Figure 1. Cell classes on the final placement.
The bar under the picture is 50 µm long. Fill, decap, tap and diode cells in gray.
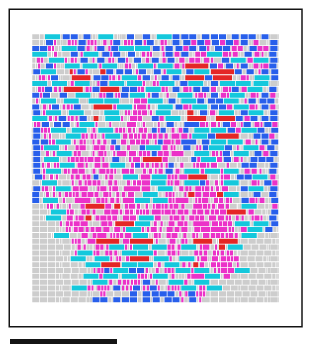
Figure 2. Cell sizes after repair.
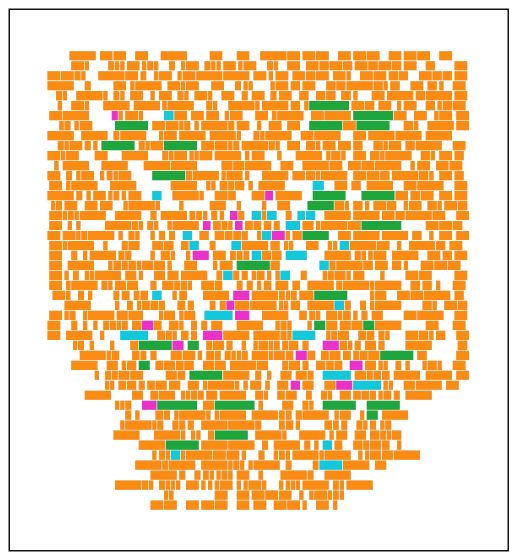
Figure 3. M2 wires.
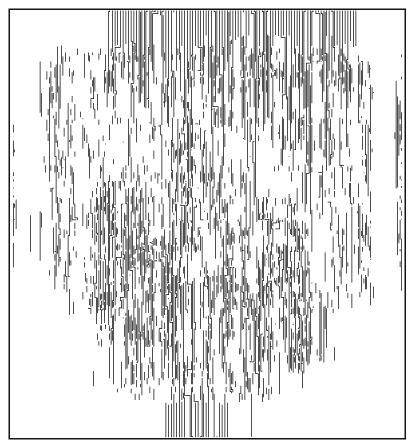
Figure 4. The clock network.
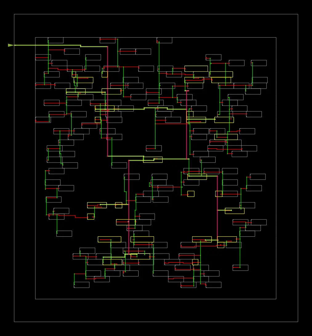
Figure 5. Gate-type map.
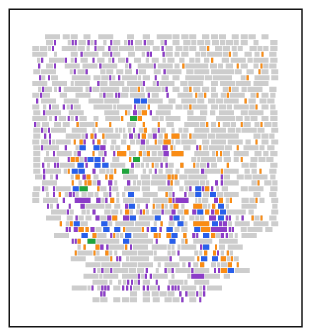
## config.mk

```make
export PLATFORM = sky130hd
export DESIGN_NAME = fir_seq_ctrl
export DESIGN_NICKNAME = d
export VERILOG_FILES = /design/src/rtl/fir_seq_ctrl.sv
export SDC_FILE = /design/constraint.sdc
export NUM_CORES = 1
export LEC_CHECK = 0
export CAP_MARGIN = 10
export CORE_ASPECT_RATIO = 1.1
export CORE_MARGIN = 10
export CORE_UTILIZATION = 48
export CTS_CLUSTER_SIZE = 14
export DETAILED_ROUTE_END_ITERATION = 10
export PLACE_DENSITY_LB_ADDON = 0.3
export SYNTH_ARGS = -nofsm -noshare
export SYNTH_HDL_FRONTEND = slang
export SYNTH_SLANG_ARGS = --single-unit
```

## constraint.sdc

```tcl
create_clock -name clk -period 2.99 [get_ports clk]
set_input_delay 0.4485 -clock clk [delete_from_list [all_inputs] [get_ports clk]]
set_output_delay 0.4485 -clock clk [all_outputs]
set_load 0.02 [all_outputs]
```

## src/rtl/fir_seq_ctrl.sv

```systemverilog
// fir_seq_ctrl: bus-master sequencer for the FIR register slave.
// Loads num_taps coefficients, switches the filter to run mode, then for each
// sample writes x, waits out the filter latency, reads the result and hands it
// to a valid/ready output stream.
module fir_seq_ctrl #(
    parameter int DATA_WIDTH = 32,
    parameter int CNT_W      = 16,
    parameter int FIR_LAT    = 2
) (
    input  logic                  clk,
    input  logic                  reset_n,
    input  logic                  start,
    input  logic [CNT_W-1:0]      num_taps,
    input  logic [CNT_W-1:0]      num_samples,
    output logic                  busy,
    output logic                  done,
    input  logic [DATA_WIDTH-1:0] coef_data,
    input  logic                  coef_valid,
    output logic                  coef_ready,
    input  logic [DATA_WIDTH-1:0] samp_data,
    input  logic                  samp_valid,
    output logic                  samp_ready,
    output logic [DATA_WIDTH-1:0] res_data,
    output logic                  res_valid,
    input  logic                  res_ready,
    output logic                  m_cs,
    output logic                  m_write,
    output logic                  m_read,
    output logic [1:0]            m_addr,
    output logic [DATA_WIDTH-1:0] m_write_data,
    input  logic [DATA_WIDTH-1:0] m_read_data
);

    // Slave register map
    localparam logic [1:0] ADDR_B    = 2'd0;
    localparam logic [1:0] ADDR_X    = 2'd1;
    localparam logic [1:0] ADDR_CTRL = 2'd2;

    localparam logic [3:0] LAT = 4'(FIR_LAT);

    typedef enum logic [3:0] {
        IDLE,
        SET_LOAD,
        COEF,
        SET_RUN,
        SAMP_WR,
        SAMP_WAIT,
        SAMP_RD,
        SAMP_CAP,
        OUT,
        DONE
    } state_t;

    state_t           state;
    logic [CNT_W-1:0] taps_q;
    logic [CNT_W-1:0] samps_q;
    logic [CNT_W-1:0] tap_cnt;
    logic [CNT_W-1:0] samp_cnt;
    logic [CNT_W-1:0] tap_nxt;
    logic [CNT_W-1:0] samp_nxt;
    logic [3:0]       wait_cnt;

    // Counters compare by equality after the increment, so the full
    // 2^CNT_W-1 range works without an extra counter bit.
    assign tap_nxt  = tap_cnt + 1'b1;
    assign samp_nxt = samp_cnt + 1'b1;

    // Stream readies depend only on the state, so they cannot combinationally
    // loop back through the upstream valid.
    assign coef_ready = (state == COEF);
    assign samp_ready = (state == SAMP_WR);

    // Sequencer: state, counters and every registered output.
    // A bus access is issued one cycle after the state that decides it, except
    // the result read, which is launched as SAMP_WAIT ends so that the read
    // data arrives exactly in SAMP_CAP.
    always_ff @(posedge clk) begin
        // NOTE: reset is sampled on the clock edge only; every register,
        // outputs included, is cleared here so the block restarts from IDLE
        // with a quiet bus even when reset lands mid-transaction.
        if (!reset_n) begin
            state        <= IDLE;
            taps_q       <= '0;
            samps_q      <= '0;
            tap_cnt      <= '0;
            samp_cnt     <= '0;
            wait_cnt     <= '0;
            busy         <= 1'b0;
            done         <= 1'b0;
            res_data     <= '0;
            res_valid    <= 1'b0;
            m_cs         <= 1'b0;
            m_write      <= 1'b0;
            m_read       <= 1'b0;
            m_addr       <= '0;
            m_write_data <= '0;
        end else begin
            // NOTE: non-blocking assignments throughout; these defaults make
            // every strobe a single-cycle pulse unless a state below re-asserts it.
            m_cs    <= 1'b0;
            m_write <= 1'b0;
            m_read  <= 1'b0;
            done    <= 1'b0;

            case (state)
                IDLE: begin
                    if (start) begin
                        taps_q   <= num_taps;
                        samps_q  <= num_samples;
                        tap_cnt  <= '0;
                        samp_cnt <= '0;
                        busy     <= 1'b1;
                        state    <= SET_LOAD;
                    end
                end

                SET_LOAD: begin
                    m_cs         <= 1'b1;
                    m_write      <= 1'b1;
                    m_addr       <= ADDR_CTRL;
                    m_write_data <= DATA_WIDTH'(1);
                    state        <= (taps_q != '0) ? COEF : SET_RUN;
                end

                COEF: begin
                    if (coef_valid) begin
                        m_cs         <= 1'b1;
                        m_write      <= 1'b1;
                        m_addr       <= ADDR_B;
                        m_write_data <= coef_data;
                        tap_cnt      <= tap_nxt;
                        if (tap_nxt == taps_q) begin
                            state <= SET_RUN;
                        end
                    end
                end

                SET_RUN: begin
                    m_cs         <= 1'b1;
                    m_write      <= 1'b1;
                    m_addr       <= ADDR_CTRL;
                    m_write_data <= '0;
                    if (samps_q != '0) begin
                        state <= SAMP_WR;
                    end else begin
                        busy  <= 1'b0;
                        done  <= 1'b1;
                        state <= DONE;
                    end
                end

                SAMP_WR: begin
                    if (samp_valid) begin
                        m_cs         <= 1'b1;
                        m_write      <= 1'b1;
                        m_addr       <= ADDR_X;
                        m_write_data <= samp_data;
                        wait_cnt     <= '0;
                        state        <= SAMP_WAIT;
                    end
                end

                // The x write occupies the first SAMP_WAIT cycle; the read is
                // launched after FIR_LAT further cycles, leaving exactly
                // FIR_LAT idle bus cycles in between.
                SAMP_WAIT: begin
                    if (wait_cnt == LAT) begin
                        m_cs   <= 1'b1;
                        m_read <= 1'b1;
                        m_addr <= ADDR_X;
                        state  <= SAMP_RD;
                    end else begin
                        wait_cnt <= wait_cnt + 1'b1;
                    end
                end

                SAMP_RD: begin
                    state <= SAMP_CAP;
                end

                SAMP_CAP: begin
                    res_data  <= m_read_data;
                    res_valid <= 1'b1;
                    state     <= OUT;
                end

                OUT: begin
                    if (res_ready) begin
                        res_valid <= 1'b0;
                        samp_cnt  <= samp_nxt;
                        if (samp_nxt == samps_q) begin
                            busy  <= 1'b0;
                            done  <= 1'b1;
                            state <= DONE;
                        end else begin
                            state <= SAMP_WR;
                        end
                    end
                end

                DONE: begin
                    state <= IDLE;
                end

                default: begin
                    state <= IDLE;
                end
            endcase
        end
    end

endmodule
```

==> reports/metrics.cfg <==
[synth]
logic_family = simple AND/OR/NAND/NOR gates
xor_area_share_pct = 5.34
synth-seq-cells = 144
syn-cell-area_um2 = 7050
ys_cells = 905
yosys_most_used_dff = dfxtp_1
fp_nets = 1043
yosys.stat.seqShare_pct = 40.9
ys_sh_aoi_pct = 21.2
synth.distinct_cells = 66
synthAdderAreaFrac_pct = 0.852
yosysMostFrequentCell = nand2_1
async_reset_ff_share_pct = 0
edf_count = 0
synth.largest_area_cell = dfxtp_1
synthTopCellsByArea = dfxtp_1 (41%), nand2_1 (9.7%), a21oi_1 (7.5%)
syn_area_per_cell_um2 = 7.79
yosys-mux-area-fraction_pct = 0.745
ys_warn_count = 0
ys_sh_simple_pct = 26.4
syn_inst = 905
top_cells_by_count = nand2_1 (183), dfxtp_1 (144), a21oi_1 (105)

[cts]
cts_tree = yes
cts-root-buf = clkbuf_16
cts_buffers = 17
cts_hold_buf = 0
path_clk_slew_ns = 0.06
clk_path_buf_depth = 2
htree_levels = 4
cts_setup_buffers = 0
cts_resized = 0

[final_layout]
finish.utilization_pct = 68.8
regArea_um2 = 2880
area_growth_pct = 40.5
drive_gt1_share_pct = 6.98
stdcell_count = 1281
lay_top_cells = clkdlybuf4s50_1 (207), nand2_1 (183), dfxtp_1 (144), a21oi_1 (105), nor2_1 (84)
reg_top3 = m_write_data: 32 flops, res_data: 32 flops
nNetsFinal = 1214
mostFrequentLayoutCell = clkdlybuf4s50_1
fillerInstances = 1182
stdcell_area_um2 = 9910
diodes = 0
final-comb-area_um2 = 3870

[global_route]
grt_usage_pct = 21.2
overflow = 0
antenna_found_initial = 0
grt_pass1_vias = 6695
grt_max_degree = 63
grt_pass1_wl_mm = 34.8

[floorplanning]
fp_util_pct = 49.0
die_w_um = 136
dieArea_um2 = 19900
rows = 46
core-area_um2 = 14400
dieHeight_um = 147
num_io_pins = 208

[setup_path]
required_ns = 3.30
path_max_fanout = 5
critPathBufInv = 1
startpoint_type = flip-flop
criticalPathCategory = flip-flop to flip-flop
crit_arrival_ns = 2.96
path_delay_family = AND-OR/OR-AND gates
r2r_slack_ns = 0.34
r2r_start = wait_cnt[0]
regToRegEndpoint = state[0]
slowest_stage = a221o_1
startpoint = wait_cnt[0]
worstSetupEndpointType = flip-flop
cp_cell_sequence = inv_1, ha_1, nor3b_1, nor3_1, a221o_1, a2111oi_2, nand4_1, o31ai_4, o211ai_2, o221a_2
cp-endpoint = state[0]
r2r_cells = 10
critPathMaxStageDelay_ns = 0.35
worst-path-stages = 10

[run_status]
status = complete, no violations

[drt]
vias = 7096
wirelength_mm = 21.6
viasPerCell = 5.54
firstDrtPassIters = 5
ant_nets = 0
drt_iter0_drc = 502
drc = 0
wl_per_cell_um = 16.9

[timing]
layout_min_cycle_time_ns = 2.65
slew_violations = 0
hold_violations = 0
tns_ns = 0
whs_ns = 0.452
tightest_slew_ns = 0.619
slew_headroom_pct = 58.7
setup_viol = 0
max_freq_mhz = 378
fin_crit_sh_pct = 88.6
rsz0062_at_grt = no
setup_ws_ns = 0.341

[hold_path]
hold_depth = 2
holdPathEnd = res_data[20]
hold_path.startpoint = res_data[20]
hold_path_class = flip-flop to flip-flop

[power]
p_leak_nw = 3.43
power.density_nw_per_um2 = 753
vdd_drop_max_mv = 0.413
power.total_mw = 7.45

[placed_design]
io_buffers = 207
post-place-ws_ns = 0.164
dpl.cell_count = 1249
dpl_cell_area_um2 = 9250
gp_congestion = 0.902
dp_hpwl_mm = 15.8

[run]
maxCapViolCount = 0
log.warning_count = 27

-- Figure 1 (at the start) --
| color | class | cells | share of their area |
|---|---|---|---|
| cyan | flip-flops | 144 | 30% |
| magenta | all other logic | 689 | 40% |
| blue | other buffers and delay cells | 224 | 23% |
| red | clock drivers and dummy loads | 32 | 6.8% |

-- Figure 2 (at the start) --
| color | size | cells | share | most used |
|---|---|---|---|---|
| green | drive 6 and up | 29 | 2.7% | clkbuf_16 |
| orange | drive 1 or less | 1013 | 93% | clkdlybuf4s50_1 |
| cyan | drive 3 to 4 | 28 | 2.6% | buf_4 |
| magenta | drive 2 | 19 | 1.7% | or2_2 |

-- Figure 3 (at the start) --
longest straight run: 44.2 µm
share of all routed wire: 50%
main direction: vertical
nets with wire on the layer: 1005

-- Figure 4 (at the start) --
worst skew pair latency: 0.42 ns
clk sinks: 144
power in the clock group: 2.34 mW
final setup skew: 0.00772 ns
flip-flops: 144

-- Figure 5 (at the start) --
| color | family | cells |
|---|---|---|
| blue | XOR/XNOR gates | 43 |
| green | multiplexers | 5 |
| purple | NAND gates | 224 |
| orange | NOR gates | 139 |

==> final cells by class <==
class | instances | area share [%]
clock buffer | 17 | 4.29
clock inverter | 15 | 2.32
inverter | 8 | 0.328
multi-input combinational | 681 | 39.1
sequential | 144 | 29.1
tap | 192 | 2.43
timing repair buffer | 224 | 22.5
==> where the power goes <==
group | leakage [nW] | switching (mW) | internal [mW]
Combinational | 1.95 | 1.53 | 1.13
Sequential | 1.17 | 0.249 | 2.21
Clock | 0.311 | 0.849 | 1.49
==> layer usage <==
layer	part of all wire [%]	track usage, %	vias to the layer above	wire [µm]
li1	-	-	3546	-
met1	42	25.3	3289	9030
met2	50	35.5	232	10700
met3	6.8	6.41	29	1470
met5	0	0	-	0
met4	1.8	6.57	0	383
Power is estimated from default activity; no workload was simulated.
